===== src/rtl/legv8_pkg.sv =====
`default_nettype none
// ============================================================================
// Module      : legv8_pkg
// Description : Shared LEGv8 execute-stage constants, ALU codes and decode.
// Revision    : 1.0 - initial release
// ============================================================================
package legv8_pkg;

    localparam logic [1:0] ALUOP_LDST  = 2'b00;
    localparam logic [1:0] ALUOP_BR    = 2'b01;
    localparam logic [1:0] ALUOP_RTYPE = 2'b10;
    localparam logic [1:0] ALUOP_RSVD  = 2'b11;

    typedef enum logic [3:0] {
        ALU_AND   = 4'b0000,
        ALU_ORR   = 4'b0001,
        ALU_ADD   = 4'b0010,
        ALU_SUB   = 4'b0110,
        ALU_PASSB = 4'b0111,
        ALU_NOR   = 4'b1100
    } alu_ctrl_e;

    localparam logic [10:0] OPC_ADD = 11'b10001011000;
    localparam logic [10:0] OPC_SUB = 11'b11001011000;
    localparam logic [10:0] OPC_AND = 11'b10001010000;
    localparam logic [10:0] OPC_ORR = 11'b10101010000;

    // Unknown R-type opcodes and the reserved ALUOp both fall back to ADD.
    function automatic alu_ctrl_e alu_decode(input logic [1:0] alu_op,
                                             input logic [10:0] opcode);
        alu_ctrl_e ctrl;
        ctrl = ALU_ADD;
        case (alu_op)
            ALUOP_LDST: ctrl = ALU_ADD;
            ALUOP_BR:   ctrl = ALU_PASSB;
            ALUOP_RTYPE: begin
                case (opcode)
                    OPC_ADD: ctrl = ALU_ADD;
                    OPC_SUB: ctrl = ALU_SUB;
                    OPC_AND: ctrl = ALU_AND;
                    OPC_ORR: ctrl = ALU_ORR;
                    default: ctrl = ALU_ADD;
                endcase
            end
            default:    ctrl = ALU_ADD;
        endcase
        return ctrl;
    endfunction

endpackage
`default_nettype wire


===== src/rtl/alu64_core.sv =====
`default_nettype none
// ============================================================================
// Module      : alu64_core
// Description : Combinational XLEN-bit ALU with zero detect.
// Revision    : 1.0 - initial release
// ============================================================================
module alu64_core
    import legv8_pkg::*;
#(
    parameter int XLEN = 64
) (
    input  logic [XLEN-1:0] i_a,
    input  logic [XLEN-1:0] i_b,
    input  alu_ctrl_e       i_ctrl,
    output logic [XLEN-1:0] o_result,
    output logic            o_zero
);

    logic [XLEN-1:0] w_result;

    always_comb begin
        w_result = '0;
        case (i_ctrl)
            ALU_AND:   w_result = i_a & i_b;
            ALU_ORR:   w_result = i_a | i_b;
            ALU_ADD:   w_result = i_a + i_b;
            ALU_SUB:   w_result = i_a - i_b;
            ALU_PASSB: w_result = i_b;
            ALU_NOR:   w_result = ~(i_a | i_b);
            default:   w_result = '0;
        endcase
    end

    assign o_result = w_result;
    assign o_zero   = (w_result == '0);

endmodule
`default_nettype wire


===== src/rtl/alu_exec_unit.sv =====
`default_nettype none
// ============================================================================
// Module      : alu_exec_unit
// Description : LEGv8 execute stage: ALU-control decode, ALU, branch target.
// Revision    : 1.0 - initial release
// ============================================================================
module alu_exec_unit
    import legv8_pkg::*;
#(
    parameter int XLEN = 64
) (
    input  logic            CLOCK,
    input  logic            RESET_N,
    input  logic            VALID_IN,
    input  logic [1:0]      ALU_OP,
    input  logic [10:0]     OPCODE,
    input  logic [XLEN-1:0] OP_A,
    input  logic [XLEN-1:0] OP_B,
    input  logic [XLEN-1:0] IMM,
    input  logic [XLEN-1:0] PC_IN,
    output logic            VALID_OUT,
    output logic [3:0]      ALU_CTRL,
    output logic [XLEN-1:0] RESULT,
    output logic            ZERO,
    output logic [XLEN-1:0] BR_TARGET
);

    alu_ctrl_e       w_ctrl;
    logic [XLEN-1:0] w_result;
    logic            w_zero;
    logic [XLEN-1:0] w_imm_shifted;
    logic [XLEN-1:0] w_br_target;

    logic            r_valid;
    logic [3:0]      r_ctrl;
    logic [XLEN-1:0] r_result;
    logic            r_zero;
    logic [XLEN-1:0] r_br_target;

    assign w_ctrl = alu_decode(ALU_OP, OPCODE);

    alu64_core #(
        .XLEN (XLEN)
    ) u_alu (
        .i_a      (OP_A),
        .i_b      (OP_B),
        .i_ctrl   (w_ctrl),
        .o_result (w_result),
        .o_zero   (w_zero)
    );

    // Word offset to byte offset; the two MSBs of IMM fall off the top.
    assign w_imm_shifted = IMM << 2;
    assign w_br_target   = PC_IN + w_imm_shifted;

    always_ff @(posedge CLOCK) begin
        if (!RESET_N) begin
            r_valid     <= 1'b0;
            r_ctrl      <= 4'b0000;
            r_result    <= '0;
            r_zero      <= 1'b0;
            r_br_target <= '0;
        end else begin
            r_valid <= VALID_IN;
            if (VALID_IN) begin
                r_ctrl      <= w_ctrl;
                r_result    <= w_result;
                r_zero      <= w_zero;
                r_br_target <= w_br_target;
            end
        end
    end

    assign VALID_OUT = r_valid;
    assign ALU_CTRL  = r_ctrl;
    assign RESULT    = r_result;
    assign ZERO      = r_zero;
    assign BR_TARGET = r_br_target;

endmodule
`default_nettype wire


===== config.mk =====
export PLATFORM = sky130hd
export DESIGN_NAME = alu_exec_unit
export DESIGN_NICKNAME = d
export VERILOG_FILES = /design/src/rtl/legv8_pkg.sv /design/src/rtl/alu64_core.sv /design/src/rtl/alu_exec_unit.sv
export SDC_FILE = /design/constraint.sdc
export NUM_CORES = 1
export LEC_CHECK = 0
export CELL_PAD_IN_SITES_DETAIL_PLACEMENT = 1
export CELL_PAD_IN_SITES_GLOBAL_PLACEMENT = 1
export CORE_MARGIN = 2
export CORE_UTILIZATION = 30
export CTS_BUF_LIST = sky130_fd_sc_hd__clkbuf_4
export CTS_CLUSTER_SIZE = 30
export DETAILED_ROUTE_END_ITERATION = 10
export PLACE_DENSITY = 0.69
export SYNTH_ARGS = -nofsm -noshare
export SYNTH_HDL_FRONTEND = slang
export SYNTH_SLANG_ARGS = --single-unit

===== constraint.sdc =====
create_clock -name CLOCK -period 7.6 [get_ports CLOCK]
set_clock_uncertainty 0.05 [all_clocks]
set_input_delay 1.52 -clock CLOCK [delete_from_list [all_inputs] [get_ports CLOCK]]
set_output_delay 1.52 -clock CLOCK [all_outputs]
set_load 0.05 [all_outputs]

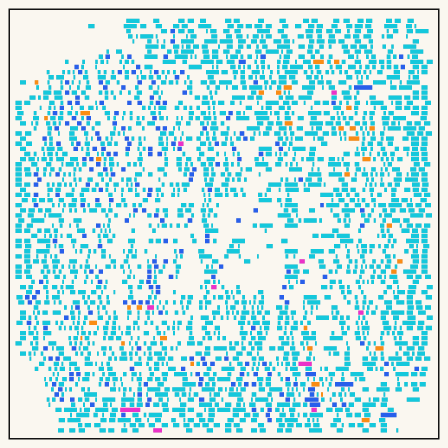
**Above:** run 1 (sizing map).
[cyan] drive 1 or less | cells: 2270 | most used: clkdlybuf4s50_1
[blue] drive 3 to 4 | cells: 225 | most used: buf_4
[orange] drive 2 | cells: 33 | most used: or2_2
[magenta] drive 6 and up | cells: 10 | most used: inv_6

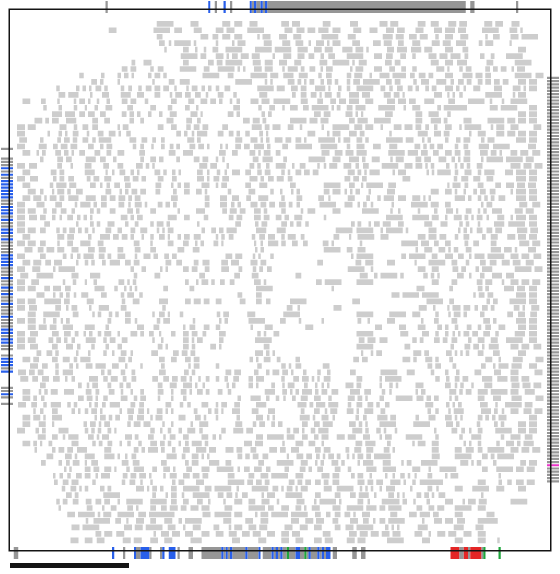
**Above:** run 1 (pin placement).
Bar = 50 um. Pins as bars across the die edge, other pins in grey.
[blue] OP_B | pins: 64 | direction: input | edge: 33 west, 25 south, 6 north
[magenta] RESET_N | pins: 1 | direction: input | edge: east
[green] ALU_CTRL | pins: 4 | direction: output | edge: south
[red] OPCODE | pins: 11 | direction: input | edge: south

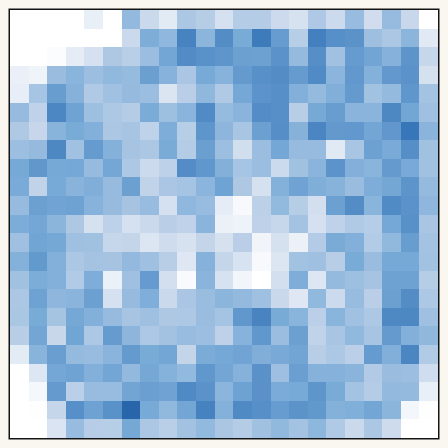
**Above:** run 1 (cell density map).
The die is cut into 23 by 23 equal tiles; white is low, dark blue is high, 0 to 100% covered.
tiles over 75% full: 0.20%
nearly empty tiles: 4.7%
mean over tiles: 39%
fullest tile: 79%

==> impl_metrics.yaml, run 1 <==
# implementation run metrics
grt:
  grt_overflow: 0
  antenna_found_initial: 5
  grt.total_usage: 0.278
  grt_start_max_net_pins: 73
sta:
  tns_ns: 0
  post-route-min-period_ns: 7.20
  rsz0062_at_grt: "no"
  tightest_slew_ns: 1.00
  hold_violations: 0
clocking:
  htree_levels: 4
  postCtsSetupBuffers: 0
  cts_tree: "built"
  cts_num_sinks: 133
  cts_buffer_depth: 2
critical_path:
  crit_arrival_ns: 7.85
  r2r-start: "BR_TARGET[60]$_SDFFE_PN0P_"
  crit_path_start: "OP_B[28]"
  worst_path_largest_cell_delay_ns: 0.54
  path_buffers: 2
  required_ns: 8.26
  critical_path_class: "input port to flop"
  critPathTopFamily: "simple AND/OR/NAND/NOR gates"
floorplan:
  core_mm2: 0.0492
  dieArea_mm2: 0.0518
  io_pins: 406
  fp-utilization: 0.305
  chipWidth_um: 228
route:
  drc: 0
  dr.pass1.iters: 5
logic_synthesis:
  ys_types: 102
  synth.largest_area_cell: "dfxtp_1"
  synth.yosys.chip_area_mm2: 0.0150
  ys_seq_share: 0.178
  syn_avg_cell_area_um2: 7.40
  topCellsByArea: "dfxtp_1 (18%), ha_1 (11%), a21oi_1 (8.3%)"
  ys.flops: 133
pwr:
  p_per_area_mw_per_mm2: 151
  p_total_uw: 3180
  ir_drop_mv: 0.113
layout:
  area_growth_pct: 41.0
  final_net_count: 2928
run_status:
  status: "complete, no violations"
hold_path:
  hold_depth: 2
  worstHoldPathType: "flop to flop"
job:
  log.warning_count: 32
placed_design:
  port_buffers: 402
-- run 1: area by class of cell --
type	instances	area [um^2]
Fill cell	6050	28000
Multi-Input combinational cell	1732	11700
Timing Repair Buffer	595	5490
Sequential cell	133	2660
Tap cell	664	831
Inverter	46	175
Clock inverter	14	141
Clock buffer	18	135
Antenna cell	5	12.5
-- run 1: cell families after synthesis --
group / share of synthesized area
muxes: 0.0408
xor gates and xnor gates: 0.0959
DFF: 0.178
other: 0.000250
AOI/OAI and AO/OA: 0.312
and+or+nand+nor: 0.210
adders and majority gates: 0.117
buffers and inverters: 0.0464
-- run 1: tightest hold or removal path, stage by stage (launching register included) --
cell and delay [ns]:
dfxtp_1 0.33, nand2_1 0.06, a21oi_1 0.06
-- run 1: through the flow --
stage          std cells  worst slack, ns  area [um^2]  hold slack [ns]  utilization
3_3_place_gp        3170           -0.152        20800            0.406        0.424
3_5_place_dp        3170           -0.272        20800            0.414        0.424
2_1_floorplan       2024             1.12        15000            0.640            -
6_report            3207            0.402        21100            0.433        0.430
4_1_cts             3202            0.588        21100            0.433        0.430
5_1_grt             3207            0.118        21100            0.469        0.430
-- run 1: Yosys cell counts, types with 20 or more instances --
library cell	number
o21ai_1	20
nand2_1	139
inv_1	43
ha_1	129
a21oi_1	250
o21ai_0	76
a21o_1	73
clkbuf_1	80
mux2i_1	60
nor3_1	39
o31ai_1	28
o21bai_1	21
a31oi_1	21
dfxtp_1	133
nand2b_1	20
a211oi_1	61
xor2_1	88
nor2_1	243
nand3_1	48
nand4_1	36
xnor2_1	76
-- run 1: where the power goes --
group / internal (uW) / switching (uW) / total (uW) / leakage (uW)
registers: 771 / 41.0 / 812 / 0.00110
clock network: 174 / 367 / 541 / 0.000139
logic: 740 / 1090 / 1830 / 0.00748
total: 1690 / 1500 / 3180 / 0.00872
-- run 1: routing by layer --
layer / global-route usage / vias to the layer above / share of wire
met5: 0 / - / 0.00018
met4: 0.102 / 2 / 0.030
met3: 0.0444 / 106 / 0.054
met2: 0.465 / 572 / 0.47
met1: 0.358 / 8686 / 0.45
li1: - / 8542 / -
-- run 1: cells in the final DEF (no fill, tap or decap), types with 20 or more instances in the layout --
| cell | count |
|---|---|
| xor2_1 | 88 |
| mux2i_1 | 60 |
| nor3_1 | 39 |
| o21ai_0 | 76 |
| nand4_1 | 36 |
| dfxtp_1 | 133 |
| o21ai_1 | 20 |
| a211oi_1 | 61 |
| nand2_1 | 139 |
| o21bai_1 | 21 |
| o31ai_1 | 28 |
| a21o_1 | 73 |
| nand3_1 | 48 |
| nand2b_1 | 20 |
| a21oi_1 | 248 |
| xnor2_1 | 76 |
| clkdlybuf4s50_1 | 401 |
| a31oi_1 | 21 |
| ha_1 | 129 |
| inv_1 | 43 |
| buf_4 | 192 |
| nor2_1 | 242 |
-- run 1: registers in the layout, indices dropped and copies added (netlist names) --
register,count
BR_TARGET,64
RESULT,64
ALU_CTRL,3
VALID_OUT,1
ZERO,1
--- run 2 (diff from run 1) ---
- CTS_BUF_LIST: sky130_fd_sc_hd__clkbuf_4 -> unset
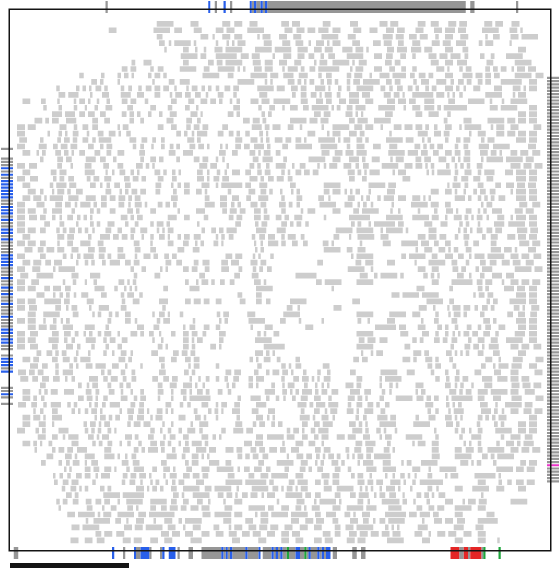
**Above:** run 2 (pin placement).
Bar = 50 um. Pins as bars across the die edge, other pins in grey.
[magenta] RESET_N | pins: 1 | direction: input | edge: east
[green] ALU_CTRL | pins: 4 | direction: output | edge: south
[blue] OP_B | pins: 64 | direction: input | edge: 33 west, 25 south, 6 north
[red] OPCODE | pins: 11 | direction: input | edge: south
all pins by edge: 126 east, 107 north, 101 south, 72 west

==> impl_metrics.yaml, run 2 <==
# implementation run metrics
logic_synthesis:
  ys_types: 102
  ys.flops: 133
  ys_seq_share: 0.178
job:
  log.warning_count: 31
pwr:
  p_comb_frac: 0.522
  p_total_uw: 3510
  ir_drop_mv: 0.199
  switchingPower_uw: 1540
  internal_power_uw: 1970
  p_per_area_mw_per_mm2: 163
  p_clk_frac: 0.246
critical_path:
  crit_arrival_ns: 7.68
  required_ns: 7.99
placed_design:
  place_inst: 3170
  port_buffers: 402
  post-place-ws_ns: -0.272
layout:
  final_layout_top_logic_cells: "clkdlybuf4s50_1 (401), a21oi_1 (248), nor2_1 (242), buf_4 (192), nand2_1 (139)"
  final_net_count: 2928
  logic_area_mm2: 0.0117
  regArea_mm2: 0.00266
  diodes: 0
clocking:
  postCtsSetupBuffers: 0
grt:
  grt_overflow: 0
  grt_start_max_net_pins: 73
floorplan:
  chipWidth_um: 228
  fp-utilization: 0.305
  dieArea_mm2: 0.0518
sta:
  tightest_slew_ns: 1.01
  tns_ns: 0
  hold_violations: 0
  rsz0062_at_grt: "no"
  worst_slack_ns: 0.309
  post-route-min-period_ns: 7.29
run_status:
  status: "complete, no violations"
route:
  drc: 0
  dr.pass1.iters: 6
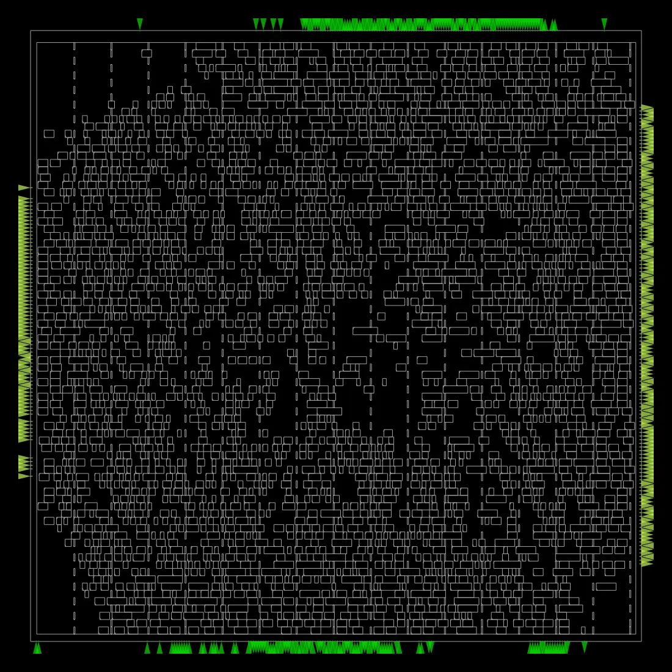
**Above:** run 2 (cell placement).
Finished Core Util: 0.437
filler instances: 6010
Final Non-Filler Cells: 3202
Taps Inserted: 664
Rows: 81

## run 2: netlist changes by cell type in the layout (fill, tap and decap cells not counted)
cell	change
nor2b_1	-1
o21ai_1	+1
nor4_2	+6
nor2b_2	+1
clkbuf_4	-18
nor4_1	-6
diode_2	-5
clkbuf_16	+17
o41ai_1	-1
clkbuf_1	+1
o41ai_2	+1
o21ai_0	-1
## run 2: cell families after synthesis
kind of cell    count (synthesis)  synth area share
flops                         133             0.178
compound gates                710             0.312
xor+xnor                      164            0.0959
mux                            61            0.0408
fa+ha+maj                     141             0.117
other cells                     1          0.000250
simple gates                  655             0.210
buf+inv                       159            0.0464
## run 2: power by group through the flow
| stage | clock network, uW | logic (uW) | registers, uW |
|---|---|---|---|
| 5_1_grt | 916 | 1960 | 821 |
| 4_1_cts | 895 | 1820 | 813 |
| 3_3_place_gp | 0 | 1790 | 824 |
| 6_report | 863 | 1830 | 812 |
| 3_5_place_dp | 0 | 1810 | 828 |
| 2_1_floorplan | 0 | 806 | 1070 |
## run 2: path summary, 6_finish.rpt
check / startpoint / end / slack (ns) / cells past startpoint
min: RESULT[29]$_SDFFE_PN0P_ / RESULT[29]$_SDFFE_PN0P_ / 0.42 / 2
max: OP_B[16] / ZERO$_SDFFE_PN0P_ / 0.31 / 24
max reg2reg: BR_TARGET[60]$_SDFFE_PN0P_ / BR_TARGET[60]$_SDFFE_PN0P_ / 6.69 / 2
min reg2reg: RESULT[29]$_SDFFE_PN0P_ / RESULT[29]$_SDFFE_PN0P_ / 0.42 / 2
## run 2: area by class of cell
cell class	instances	area share
multi-input cells	1732	0.547
repair buffers	595	0.256
flip-flops and latches	133	0.124
well taps	664	0.0387
clock buffers	18	0.0200
inverters	46	0.00816
clock inverters	14	0.00659
## run 2: worst max-delay path, cell delays in order
cell	delay, ns
clkdlybuf4s50_1	0.43
or4_1	0.59
or3_1	0.38
nor2_1	0.13
buf_4	0.13
and3_1	0.28
and2_1	0.21
nand2b_1	0.08
o31ai_1	0.25
xor2_1	0.20
ha_1	0.27
a21oi_1	0.20
o221ai_1	0.17
a21oi_1	0.27
nor3_1	0.13
a211o_1	0.36
or3_1	0.39
a21o_1	0.19
a2111oi_0	0.45
buf_4	0.19
nand4_1	0.10
nor4_2	0.29
and4_1	0.31
a32o_1	0.15
## run 2: routing by layer
layer / part of all wire / GRT usage
met5: 0 / 0
met4: 0.028 / 0.0881
met2: 0.47 / 0.471
met3: 0.055 / 0.0488
met1: 0.45 / 0.359
## run 2: metrics by stage
| step | util | area (um^2) |
|---|---|---|
| global placement | 0.424 | 20800 |
| detailed placement | 0.424 | 20800 |
| finish | 0.437 | 21500 |
| floorplan | - | 15000 |
| CTS | 0.436 | 21400 |
| global route | 0.437 | 21500 |
## run 2: timing repair
item | 4_1_cts | 5_1_grt
hold buffers | 0 | 0
resized | 0 | 9
setup endpoints to repair | 0 | 1
--- run 3 (diff from run 2) ---
- ABC_AREA: unset -> 0
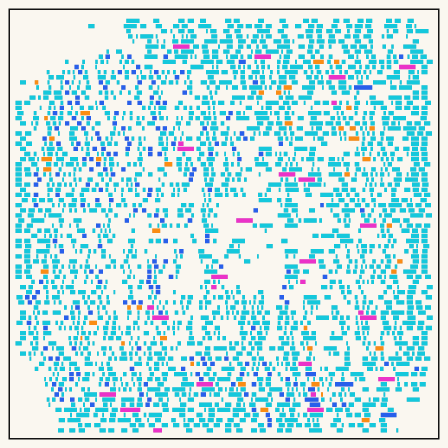
**Above:** run 3 (sizing map).
[magenta] drive 6 and up | cells: 27 | most used: clkbuf_16
[blue] drive 3 to 4 | cells: 207 | most used: buf_4
[orange] drive 2 | cells: 41
[cyan] drive 1 or less | cells: 2263 | most used: clkdlybuf4s50_1

==> impl_metrics.yaml, run 3 <==
# implementation run metrics
clocking:
  cts_num_sinks: 133
  postCtsSetupBuffers: 0
  cts_buffer_depth: 2
  cts_tree: "built"
  htree_levels: 4
logic_synthesis:
  most_common_cell: "a21oi_1"
  topCellsByArea: "dfxtp_1 (18%), ha_1 (11%), a21oi_1 (8.3%)"
  ys.flops: 133
  synthTopCellsByCount: "a21oi_1 (250), nor2_1 (243), nand2_1 (139)"
  ys_seq_share: 0.178
  synth.largest_area_cell: "dfxtp_1"
  synth.yosys.chip_area_mm2: 0.0150
  ys_types: 102
  syn_avg_cell_area_um2: 7.40
hold_path:
  worstHoldPathType: "flop to flop"
  hold_path_end: "RESULT[29]$_SDFFE_PN0P_"
  min_from: "RESULT[29]$_SDFFE_PN0P_"
pwr:
  switchingPower_uw: 1540
  p_clk_frac: 0.246
  ir_drop_mv: 0.199
  p_per_area_mw_per_mm2: 163
sta:
  tightest_slew_ns: 1.01
  post-route-min-period_ns: 7.29
placed_design:
  place_area_mm2: 0.0208
  post-place-ws_ns: -0.272
  port_buffers: 402
critical_path:
  r2r-start: "BR_TARGET[60]$_SDFFE_PN0P_"
  crit_arrival_ns: 7.68
  required_ns: 7.99
  r2r_setup_slack_ns: 6.69
  critical_path_class: "input port to flop"
  rr_endpoint: "BR_TARGET[60]$_SDFFE_PN0P_"
grt:
  grt_overflow: 0
layout:
  area_growth_pct: 43.2
  utilization: 0.437
  fin_area_mm2: 0.0215
  fillCellCount: 6010
  regArea_mm2: 0.00266
  final_net_count: 2928
  layout_top_cell: "clkdlybuf4s50_1"
route:
  drc: 0
  dr.pass1.iters: 6
job:
  log.warning_count: 31
floorplan:
  io_pins: 406
  chipWidth_um: 228
run_status:
  status: "complete, no violations"
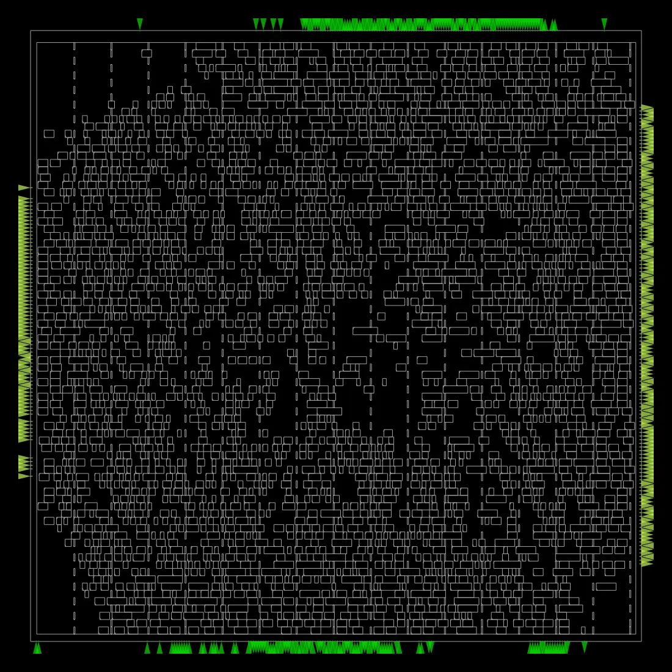
**Above:** run 3 (cell placement).
Seq/total area: 0.124
CORE AREA: 0.0492 mm^2

run 3: timing repair:
item,CTS,global route
gates resized,0,9
endpoints found under the setup margin,0,1
hold buffers,0,0
run 3: how the worst max path moves through the flow:
stage               slack, ns  startpoint  depth (start not counted)           endpoint
floorplan                1.12     OP_B[4]                         23  ZERO$_SDFFE_PN0P_
global placement        -0.15     OP_B[4]                         25  ZERO$_SDFFE_PN0P_
detailed placement      -0.27    OP_B[28]                         24  ZERO$_SDFFE_PN0P_
CTS                      0.25    OP_B[28]                         24  ZERO$_SDFFE_PN0P_
global route             0.04    OP_B[16]                         24  ZERO$_SDFFE_PN0P_
finish                   0.31    OP_B[16]                         24  ZERO$_SDFFE_PN0P_
run 3: kinds of logic after synthesis:
group / after synthesis / synth area share
XOR/XNOR: 164 / 0.0959
flip-flops: 133 / 0.178
other: 1 / 0.000250
AND-OR/OR-AND: 710 / 0.312
multiplexers: 61 / 0.0408
buffers and inverters: 159 / 0.0464
AND/OR/NAND/NOR: 655 / 0.210
adder cells (fa/ha/maj): 141 / 0.117
run 3: routing by layer:
layer | part of all wire | vias to the layer above | routed length, um | global-route usage
met4 | 0.028 | 0 | 2060 | 0.0881
met2 | 0.47 | 539 | 34300 | 0.471
met5 | 0 | - | 0 | 0
met1 | 0.45 | 8696 | 32800 | 0.359
met3 | 0.055 | 107 | 3990 | 0.0488
li1 | - | 8526 | - | -
run 3: metrics by stage:
stage          TNS, ns  hold WS, ns  cells
2_1_floorplan        0        0.640   2024
6_report             0        0.422   3202
3_5_place_dp    -0.272        0.414   3170
5_1_grt              0        0.459   3202
3_3_place_gp    -0.152        0.406   3170
4_1_cts              0        0.424   3202
run 3: layout make-up:
cell class              instances  share of cell area
multi-input cells            1732               0.547
well taps                     664              0.0387
clock buffers                  18              0.0200
inverters                      46             0.00816
clock inverters                14             0.00659
flip-flops and latches        133               0.124
repair buffers                595               0.256
run 3: power by group through the flow:
stage	Clock, uW	Combinational (uW)	Sequential, uW
after floorplan	0	806	1070
after global placement	0	1790	824
after detailed placement	0	1810	828
after CTS	895	1820	813
after global routing	916	1960	821
final	863	1830	812
run 3: worst max-delay path, stage by stage:
cell             delay [ns]
clkdlybuf4s50_1        0.43
or4_1                  0.59
or3_1                  0.38
nor2_1                 0.13
buf_4                  0.13
and3_1                 0.28
and2_1                 0.21
nand2b_1               0.08
o31ai_1                0.25
xor2_1                 0.20
ha_1                   0.27
a21oi_1                0.20
o221ai_1               0.17
a21oi_1                0.27
nor3_1                 0.13
a211o_1                0.36
or3_1                  0.39
a21o_1                 0.19
a2111oi_0              0.45
buf_4                  0.19
nand4_1                0.10
nor4_2                 0.29
and4_1                 0.31
a32o_1                 0.15
Power is estimated from default activity; no workload was simulated.
